**Placed standard cells**

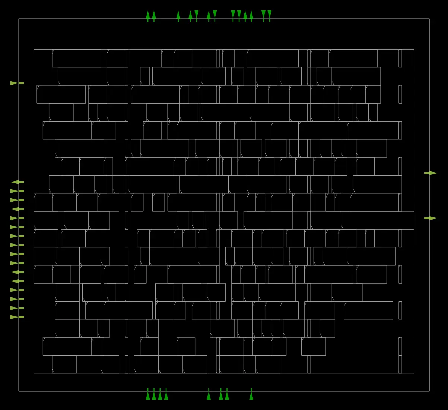
**Where the registers sit**

Other sequential cells in the stronger gray, the rest of the logic in the fainter gray.
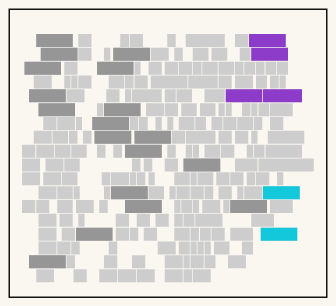
**Signal wires on met2**

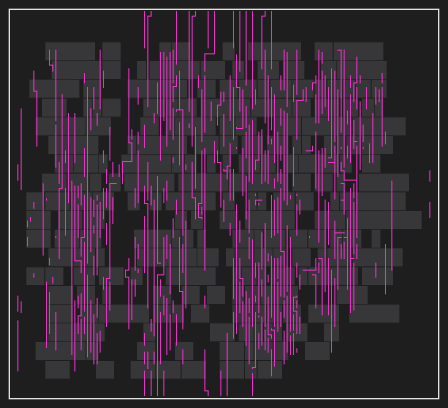
File: config.mk
export PLATFORM = sky130hd
export DESIGN_NAME = counter_scheduler
export DESIGN_NICKNAME = d
export VERILOG_FILES = /design/src/rtl/counter_scheduler.sv
export SDC_FILE = /design/constraint.sdc
export NUM_CORES = 1
export LEC_CHECK = 0
export ABC_AREA = 0
export CORE_ASPECT_RATIO = 0.9
export CORE_MARGIN = 2
export CORE_UTILIZATION = 45
export DETAILED_ROUTE_END_ITERATION = 8
export PLACE_DENSITY = 0.77
export SLEW_MARGIN = 10
export SYNTH_ARGS = -nofsm -noshare
export SYNTH_HDL_FRONTEND = slang
export SYNTH_SLANG_ARGS = --single-unit
File: constraint.sdc
create_clock -name clk -period 2.3 [get_ports clk]
set_input_delay 0.575 -clock clk [delete_from_list [all_inputs] [get_ports clk]]
set_output_delay 0.575 -clock clk [all_outputs]
set_load 0.1 [all_outputs]
File: src/rtl/counter_scheduler.sv
// -----------------------------------------------------------------------------
// counter_scheduler
//
// Shares one external CNT_W-bit up-counter between NUM_REQ requesters. Each
// requester asks for an interval of req_len ticks. Requests are granted round-
// robin. For each service the block clears the counter, enables it until the
// requested count is reached, and then pulses done with a status. A shadow copy
// of the expected count is kept, and any disagreement with the counter ends the
// service with a mismatch status and sets a sticky error flag.
//
// Ports:
//   clk          clock
//   reset        synchronous, active-low reset (also clears the counter)
//   req          per-requester service request (level, sampled in IDLE only)
//   req_len      requester i's length in bits [i*CNT_W +: CNT_W]
//   abort        ends the current service early (level)
//   cnt_value    present value of the shared counter
//   cnt_reset    active-high clear to the counter
//   cnt_enable   increment enable to the counter
//   gnt          one-hot grant, held from CLEAR through the last RUN cycle
//   busy         scheduler is not idle
//   done         one-cycle completion pulse
//   done_id      index of the completed requester, valid with done
//   done_status  00 ok, 01 aborted, 10 counter mismatch; valid with done
//   err_sticky   set on any mismatch, cleared only by reset
// -----------------------------------------------------------------------------
module counter_scheduler #(
    parameter  int NUM_REQ = 4,
    parameter  int CNT_W   = 4,
    localparam int ID_W    = (NUM_REQ > 1) ? $clog2(NUM_REQ) : 1
) (
    input  logic                     clk,
    input  logic                     reset,
    input  logic [NUM_REQ-1:0]       req,
    input  logic [NUM_REQ*CNT_W-1:0] req_len,
    input  logic                     abort,
    input  logic [CNT_W-1:0]         cnt_value,
    output logic                     cnt_reset,
    output logic                     cnt_enable,
    output logic [NUM_REQ-1:0]       gnt,
    output logic                     busy,
    output logic                     done,
    output logic [ID_W-1:0]          done_id,
    output logic [1:0]               done_status,
    output logic                     err_sticky
);

    typedef enum logic [1:0] {IDLE, CLEAR, RUN, DONE} state_t;

    localparam logic [1:0] STATUS_OK       = 2'b00;
    localparam logic [1:0] STATUS_ABORT    = 2'b01;
    localparam logic [1:0] STATUS_MISMATCH = 2'b10;

    // (base + offset) modulo NUM_REQ, for offsets in 0..NUM_REQ.
    function automatic logic [ID_W-1:0] wrap_add(input logic [ID_W-1:0] base,
                                                 input int              offset);
        int sum;
        sum = int'(base) + offset;
        if (sum >= NUM_REQ) sum = sum - NUM_REQ;
        return ID_W'(sum);
    endfunction

    state_t               state_q, state_d;
    logic [ID_W-1:0]      id_q, id_d;
    logic [CNT_W-1:0]     len_q, len_d;
    logic [CNT_W-1:0]     shadow_q, shadow_d;
    logic [ID_W-1:0]      rr_q, rr_d;
    logic [NUM_REQ-1:0]   gnt_q, gnt_d;
    logic                 done_q, done_d;
    logic [ID_W-1:0]      done_id_q, done_id_d;
    logic [1:0]           done_status_q, done_status_d;
    logic                 err_sticky_q, err_sticky_d;

    logic                 pick_valid;
    logic [ID_W-1:0]      pick_id;
    logic [CNT_W-1:0]     pick_len;
    logic                 mismatch;
    logic                 at_len;

    // Round-robin pick: scanning offsets from highest to lowest and letting each
    // hit overwrite the previous one leaves the smallest offset from rr_q.
    always_comb begin
        // NOTE: every combinational output gets a default first so no path
        // through the block leaves it unassigned (which would infer a latch).
        pick_valid = 1'b0;
        pick_id    = '0;
        for (int k = NUM_REQ - 1; k >= 0; k--) begin
            if (req[wrap_add(rr_q, k)]) begin
                pick_valid = 1'b1;
                pick_id    = wrap_add(rr_q, k);
            end
        end
    end

    assign pick_len = req_len[int'(pick_id) * CNT_W +: CNT_W];

    assign mismatch   = (cnt_value != shadow_q);
    assign at_len     = (cnt_value == len_q);
    assign cnt_enable = (state_q == RUN) && !at_len && !abort && !mismatch;

    // The counter is cleared while the scheduler is held in reset as well as in
    // CLEAR, so both always start a service from zero together.
    assign cnt_reset  = !reset || (state_q == CLEAR);
    assign busy       = (state_q != IDLE);

    assign gnt         = gnt_q;
    assign done        = done_q;
    assign done_id     = done_id_q;
    assign done_status = done_status_q;
    assign err_sticky  = err_sticky_q;

    always_comb begin
        state_d       = state_q;
        id_d          = id_q;
        len_d         = len_q;
        shadow_d      = shadow_q;
        rr_d          = rr_q;
        gnt_d         = gnt_q;
        done_d        = 1'b0;
        done_id_d     = done_id_q;
        done_status_d = done_status_q;
        err_sticky_d  = err_sticky_q;

        case (state_q)
            IDLE: begin
                if (pick_valid) begin
                    id_d    = pick_id;
                    len_d   = pick_len;
                    gnt_d   = NUM_REQ'(1) << pick_id;
                    state_d = CLEAR;
                end
            end
            CLEAR: begin
                shadow_d = '0;
                state_d  = RUN;
            end
            RUN: begin
                if (cnt_enable) shadow_d = shadow_q + CNT_W'(1);
                if (mismatch || abort || at_len) begin
                    state_d   = DONE;
                    gnt_d     = '0;
                    done_d    = 1'b1;
                    done_id_d = id_q;
                    // Mismatch outranks abort, which outranks normal completion.
                    if (mismatch) begin
                        done_status_d = STATUS_MISMATCH;
                        err_sticky_d  = 1'b1;
                    end else if (abort) begin
                        done_status_d = STATUS_ABORT;
                    end else begin
                        done_status_d = STATUS_OK;
                    end
                end
            end
            DONE: begin
                // Start the next scan just past the requester just served.
                rr_d    = wrap_add(id_q, 1);
                state_d = IDLE;
            end
            default: state_d = IDLE;
        endcase
    end

    always_ff @(posedge clk) begin
        // NOTE: sequential state uses non-blocking assignments so every flop
        // samples its pre-edge inputs regardless of statement order.
        if (!reset) begin
            state_q       <= IDLE;
            id_q          <= '0;
            len_q         <= '0;
            shadow_q      <= '0;
            rr_q          <= '0;
            gnt_q         <= '0;
            done_q        <= 1'b0;
            done_id_q     <= '0;
            done_status_q <= STATUS_OK;
            err_sticky_q  <= 1'b0;
        end else begin
            state_q       <= state_d;
            id_q          <= id_d;
            len_q         <= len_d;
            shadow_q      <= shadow_d;
            rr_q          <= rr_d;
            gnt_q         <= gnt_d;
            done_q        <= done_d;
            done_id_q     <= done_id_d;
            done_status_q <= done_status_d;
            err_sticky_q  <= err_sticky_d;
        end
    end

endmodule

==> run summary <==
Most common library cells after synthesis -> dfxtp_1 (24), nor2_1 (13), o21ai_0 (13)
Fin area -> 1970 um2
Finished Core Util -> 0.701
TAP cells -> 40
Clk_skew -> 0.00273 ns
Drt drc -> 0
Critical path class -> input pin to output port
Fp_density -> 0.486
Main power group -> combinational cells
Leak pwr -> 0.778 nW
CP Capture Point -> cnt_enable
CP peak stage delay -> 0.26 ns
CTS Hold Bufs -> 0
Status -> completed
First-pass GRT wire length -> 6550 um
Vias in the first global route -> 1444
Clock share of power -> 0.158
Register Area -> 482 um2
Simple Share, Synth -> 0.214
# Post-CTS Setup Buffers -> 1
RePlAce Congestion -> 0.826
Reg2reg end -> gnt[2]$_SDFFE_PN0P_
Filler cells -> 228
Back to the opening pictures, 'placed standard cells':
# rows: 18
registers: 24

Back to the opening pictures, 'where the registers sit':
- cyan: `state_q` (sequential cells 2)
- purple: `shadow_q` (sequential cells 4; where top right)
- not colored: 18

Back to the opening pictures, 'signal wires on met2':
- wire length on this layer: 1940 um
- share of all routed wire: 50%
- nets with wire on the layer: 214
- longest straight run: 25.5 um
- main direction: vertical

[flip-flops by register name (all words and copies together), names as in the netlist]
name         cells
done_status      2
done             1
done_id          2
gnt              4
len_q            4
id_q             2
rr_q             2
err_sticky       1
state_q          2
shadow_q         4
[worst max-delay path, delay by kind of cell]
family / cells / cell delay [ns]
and+or+nand+nor: 2 / 0.50
buffers and inverters: 2 / 0.43
xor gates and xnor gates: 1 / 0.17
[worst min path at each step]
stage,to,cells past startpoint
CTS,done_status[0]$_SDFFE_PN0P_,2
global route,err_sticky$_SDFFE_PN0P_,1
detailed placement,err_sticky$_SDFFE_PN0P_,1
global placement,gnt[1]$_SDFFE_PN0P_,1
finish,done_id[1]$_SDFFE_PN0P_,2
floorplan,done_id[1]$_SDFFE_PN0P_,2
Power figures rest on the tool's default switching activity, not on a simulated workload.
